$ cat src/rtl/branch_resolve_unit.sv
`default_nettype none
// ============================================================================
// Module   : branch_resolve_unit
// Purpose  : EX-stage branch/jump resolution for a predict-not-taken RV32I
//            pipeline. Decides taken/not-taken from the ALU flags of rs1-rs2,
//            issues a registered one-cycle PC redirect, holds IF/ID and ID/EX
//            flush for FLUSH_CYCLES cycles, and keeps saturating branch and
//            taken performance counters.
// Ports    : clk, rst (sync, active-high)
//            ex_valid, stall, is_branch, is_jump, funct3    - EX control
//            zero/carry/overflow/sign_flag, rs2_zero        - compare flags
//            target_pc                                      - branch target
//            redirect, redirect_pc                          - fetch redirect
//            flush_if_id, flush_id_ex                       - squash controls
//            illegal_branch                                 - bad funct3 pulse
//            branch_count, taken_count                      - perf counters
// Revision : 1.0 - initial release
// ============================================================================
module branch_resolve_unit #(
    parameter int FLUSH_CYCLES = 2,
    parameter int XLEN         = 32
) (
    input  logic            clk,
    input  logic            rst,
    input  logic            ex_valid,
    input  logic            stall,
    input  logic            is_branch,
    input  logic            is_jump,
    input  logic [2:0]      funct3,
    input  logic            zero_flag,
    input  logic            carry_flag,
    input  logic            overflow_flag,
    input  logic            sign_flag,
    input  logic            rs2_zero,
    input  logic [XLEN-1:0] target_pc,
    output logic            redirect,
    output logic [XLEN-1:0] redirect_pc,
    output logic            flush_if_id,
    output logic            flush_id_ex,
    output logic            illegal_branch,
    output logic [31:0]     branch_count,
    output logic [31:0]     taken_count
);

    localparam logic [0:0] c_ST_RUN     = 1'b0;
    localparam logic [0:0] c_ST_FLUSH   = 1'b1;
    localparam logic [1:0] c_FLUSH_LOAD = 2'(FLUSH_CYCLES);
    localparam logic [31:0] c_CNT_MAX   = 32'hFFFF_FFFF;

    logic [0:0]      r_state;
    logic [1:0]      r_flush_cnt;
    logic            r_redirect;
    logic [XLEN-1:0] r_redirect_pc;
    logic            r_illegal;
    logic [31:0]     r_branch_count;
    logic [31:0]     r_taken_count;

    logic            w_no_borrow;
    logic            w_cond;
    logic            w_bad_code;
    logic            w_eval;
    logic            w_taken;
    logic            w_illegal;

    // The ALU forms rs1 + (-rs2); with rs2 == 0 that add produces no carry
    // even though rs1 >= rs2 always holds, so rs2_zero restores no-borrow.
    assign w_no_borrow = carry_flag | rs2_zero;

    always_comb begin
        w_cond     = 1'b0;
        w_bad_code = 1'b0;
        case (funct3)
            3'b000:  w_cond = zero_flag;
            3'b001:  w_cond = ~zero_flag;
            3'b100:  w_cond = sign_flag ^ overflow_flag;
            3'b101:  w_cond = ~(sign_flag ^ overflow_flag);
            3'b110:  w_cond = ~w_no_borrow;
            3'b111:  w_cond = w_no_borrow;
            default: w_bad_code = 1'b1;  // 010 / 011
        endcase
    end

    // Instructions arriving while a flush is active are the squashed ones.
    assign w_eval    = ex_valid & ~stall & (r_state == c_ST_RUN) & (is_branch | is_jump);
    // A jump wins over any funct3 decode, including the reserved codes.
    assign w_taken   = is_jump | w_cond;
    assign w_illegal = ~is_jump & w_bad_code;

    always_ff @(posedge clk) begin
        if (rst) begin
            r_state        <= c_ST_RUN;
            r_flush_cnt    <= 2'd0;
            r_redirect     <= 1'b0;
            r_redirect_pc  <= '0;
            r_illegal      <= 1'b0;
            r_branch_count <= 32'd0;
            r_taken_count  <= 32'd0;
        end else begin
            r_redirect <= w_eval & w_taken;
            r_illegal  <= w_eval & w_illegal;

            if (w_eval && w_taken) begin
                r_redirect_pc <= target_pc;
            end

            if (w_eval && is_branch && (r_branch_count != c_CNT_MAX)) begin
                r_branch_count <= r_branch_count + 32'd1;
            end

            if (w_eval && w_taken && (r_taken_count != c_CNT_MAX)) begin
                r_taken_count <= r_taken_count + 32'd1;
            end

            // The flush countdown ignores stall so squashing always ends.
            case (r_state)
                c_ST_RUN: begin
                    if (w_eval && w_taken) begin
                        r_state     <= c_ST_FLUSH;
                        r_flush_cnt <= c_FLUSH_LOAD;
                    end
                end
                c_ST_FLUSH: begin
                    if (r_flush_cnt <= 2'd1) begin
                        r_state     <= c_ST_RUN;
                        r_flush_cnt <= 2'd0;
                    end else begin
                        r_flush_cnt <= r_flush_cnt - 2'd1;
                    end
                end
                default: begin
                    r_state     <= c_ST_RUN;
                    r_flush_cnt <= 2'd0;
                end
            endcase
        end
    end

    assign redirect       = r_redirect;
    assign redirect_pc    = r_redirect_pc;
    assign flush_if_id    = (r_state == c_ST_FLUSH);
    assign flush_id_ex    = (r_state == c_ST_FLUSH);
    assign illegal_branch = r_illegal;
    assign branch_count   = r_branch_count;
    assign taken_count    = r_taken_count;

endmodule
`default_nettype wire

$ cat config.mk
export PLATFORM = sky130hd
export DESIGN_NAME = branch_resolve_unit
export DESIGN_NICKNAME = d
export VERILOG_FILES = /design/src/rtl/branch_resolve_unit.sv
export SDC_FILE = /design/constraint.sdc
export NUM_CORES = 1
export LEC_CHECK = 0
export ABC_AREA = 0
export CAP_MARGIN = 40
export CORE_MARGIN = 8
export CORE_UTILIZATION = 45
export DETAILED_ROUTE_END_ITERATION = 6
export GPL_TIMING_DRIVEN = 0
export PLACE_DENSITY = 0.79
export REMOVE_ABC_BUFFERS = 1
export SETUP_SLACK_MARGIN = 0.5
export SLEW_MARGIN = 20
export SYNTH_ARGS = -nofsm -noshare
export SYNTH_HDL_FRONTEND = slang
export SYNTH_SLANG_ARGS = --single-unit
$ cat constraint.sdc
create_clock -name clk -period 6.9 [get_ports clk]
set_input_delay 1.38 -clock clk [delete_from_list [all_inputs] [get_ports clk]]
set_output_delay 1.38 -clock clk [all_outputs]
set_load 0.05 [all_outputs]
Fig. 1: met1 routing
Bar = 20 um. Cells faint in the background.
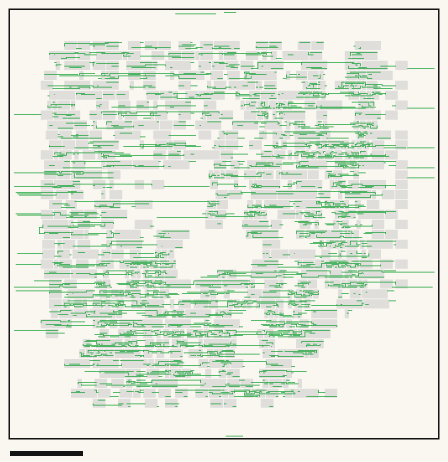
main direction: horizontal
wire length on this layer: 5170 um
share of all routed wire: 41%
via count: 4327
met1 usage: 0.2225

==> ci_impl_report.md <==
## Implementation flow summary

| Metric | Value |
|---|---|
| Avg Inst Size Synth | 8.674 sq um |
| Top cells excl fill/tap | clkdlybuf4s50_1, dfxtp_1, nor2_1 |
| Vias in the first global route | 4159 |
| Ys async rst share | 0 |
| #FFs+latches synth | 101 |
| Post-Synthesis Cells | roughly 530 |
| Critical path required time | roughly 7 ns |
| # IOs | between 100 and 150 |
| Final-report max-slew violation count | 0 |
| Startpoint types | input pin |
| Die Wd | 117.2 um |
| Tcrit/Tclk final | 0.5484 |
| Yosys warnings | 0 |
| Hpwl dp | 9437 um |
| Core Util, Final | 0.6284 |
| Non-Filler Instances | about 800 |
| Layout cells sized above 1 | 0.05847 |
| CTS buffer count | 9 |
| Tool warnings | 25 |
| Antenna diode count | 0 |
| Worst setup path class | input pin to flop |
| PostCTS Resize Cnt | 0 |
| Worst Setup End Kind | flop |
| Maximum clock path buffer count | 2 |
| Worst endpoint data arrival time | roughly 4 ns |
| Area growth syn-to-layout | 38.33% |
| Hold Path Class | flop to flop |
| Post-Place Cells | roughly 790 |
| Die H | around 120 um |
| Dominant cell area share | 0.4390 |
| Outcome | finished, final reports clean |
| Worst-path clk slew | ~0.09 ns |
| Post-Route Setup TNS | 0 ns |
| Crit path max fanout | 37 |
| Routability cong. | between 0.8 and 0.9 |
| Placeable Area | 10140 sq um |
| Count of unique library cells instantiated by Yosys | approximately 45 |
| Max-Cap Viols | 0 |
| Largest net degree at the start of global routing | 58 |
| # DRC | 0 |
| Overall power | around 1.1 mW |
| Drt wl/cell | 15.68 um |
| Endpoints failing hold | 0 |
| Worst-skew pair later-pin latency | approximately 0.36 ns |
| Floorplan utilization | 0.4543 |
| Power Density | 176.0 nW/um^2 |
| Vias/cell | between 5 and 6 |
| Final setup fails | 0 |
| Clk root buf | clkbuf_8 |
| Ys cells | approximately 530 |
| Main flop type | dfxtp_1 |
| I/O Buffers | between 100 and 150 |
| Slew margin rel. | 0.5059 |
| Die Area | 13730 sq um |
| CTS tree | built |
| Clk sinks | between 100 and 150 |
| Layout Skew | 0.01801 ns |
| Commonest non-fill, non-tap cell in the layout | clkdlybuf4s50_1 |
| Initial antenna violation count | 0 |
| Flip-flops with a built-in enable | 0 |
| Register area share after synthesis | 0.4390 |
| Synth top area cells | dfxtp_1, nor2_1, mux2i_1, a21oi_1, nand3_1 |
| Tot GR Track Use | 0.1862 |
| Setup Buffers After CTS | 0 |
| Yosys stat area | 4606 sq um |
| Post-route antenna net violation count | 0 |
| Area leader, netlist | dfxtp_1 |
| VDD IR max | about 0.094 mV |
| Pre-antenna DRT Iters | 4 |
| # H-tree levels | 3 |
| Mapped Area | 4606 sq um |
| First-pass GRT wire length | 20470 um |
| Initial DRC Count | approximately 260 |
| RSZ-0062 raised after global routing | false |
| Minimum clock period after layout | 3.784 ns |
| Leak Pwr | about 2.0 nW |
| # rows | 37 |
| Worst-margin pin slew | approximately 0.74 ns |
| Final nets | just over 700 |
| GRT overflow | 0 |
| FMAX | approximately 260 MHz |
| Cts hold-fix bufs | 0 |
Fig. 2: metal 2
Bar = 20 um. Cells faint in the background.
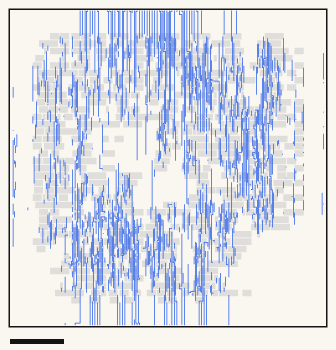
nets with wire on the layer: 621
wire length on this layer: 6280 um
share of all routed wire: 50%
met2 Track Usage GR: 0.3100
final WL: 12600 um

area by class of cell:
cell class,instances,area [sq um]
Sequential cell,101,2022
Inverter,7,26.28
Clock buffer,12,155.1
Clock inverter,4,55.05
Multi-Input combinational cell,395,2435
Tap cell,136,170.2
Fill cell,853,3767
Timing Repair Buffer,148,1508
critical path, cell delays in order:
cell	delay [ns]
clkdlybuf4s50_1	0.54
o21ai_0	0.11
o21a_1	0.11
o221ai_1	0.28
nand3_2	0.60
or4b_2	0.84
a21oi_1	0.18
metrics by stage:
step / setup slack, ns / area (sq um) / hold WS, ns
6_report: 3.116 / 6371 / 0.4889
5_1_grt: 2.943 / 6371 / 0.5276
4_1_cts: 3.139 / 6371 / 0.4936
3_5_place_dp: 2.807 / 6161 / 0.4759
3_3_place_gp: 1.782 / 6103 / 0.4667
2_1_floorplan: 3.455 / 4482 / 0.4479
layer usage:
metal,GRT usage,part of all wire,vias up
met1,0.2225,0.41,2035
met4,0.06570,0.017,0
li1,-,-,2156
met2,0.3100,0.50,122
met3,0.05644,0.074,14
met5,0,0,-
kinds of logic after synthesis:
family | share of synthesized area
simple gates | 0.2912
mux | 0.09237
flops | 0.4390
compound gates | 0.08422
buf+inv | 0.03260
fa+ha+maj | 0.005432
xor+xnor | 0.05515
state kept, by name, indices dropped and copies added (netlist names):
name	count
flush_id_ex	1
r_flush_cnt	2
taken_count	32
redirect	1
branch_count	32
illegal_branch	1
redirect_pc	32
synthesized netlist by cell type (3+ instances only):
| master | count |
|---|---|
| o21ai_0 | 15 |
| nand3_1 | 31 |
| mux2i_1 | 32 |
| nor4_1 | 8 |
| buf_2 | 9 |
| a21oi_1 | 31 |
| xor2_1 | 15 |
| nor2_1 | 91 |
| inv_1 | 7 |
| clkbuf_1 | 17 |
| or4_1 | 16 |
| mux2_2 | 8 |
| nor3_1 | 12 |
| xnor2_1 | 14 |
| or3_1 | 12 |
| dfxtp_1 | 101 |
| nor2b_1 | 7 |
| nand2_1 | 28 |
| o31ai_1 | 14 |
| and3_1 | 7 |
| and4_1 | 3 |
| nand4_1 | 19 |
| nor3b_1 | 4 |
report_power, final:
part	internal, mW	switching [mW]	total (mW)	leakage [nW]
clock	0.190	0.205	0.395	0.103
combinational	0.0555	0.0720	0.127	1.12
sequential	0.592	0.00602	0.598	0.816
total	0.838	0.283	1.12	2.04
worst paths after layout:
check | startpoint | endpoint | slack, ns | cells after the start
max | funct3[2] | taken_count[23] | 3.12 | 7
min | r_flush_cnt[1] | r_flush_cnt[1] | 0.49 | 2
max reg2reg | taken_count[7] | taken_count[22] | 4.15 | 6
min reg2reg | r_flush_cnt[1] | r_flush_cnt[1] | 0.49 | 2
No activity file was given, so power comes from the tool's default toggle rates.
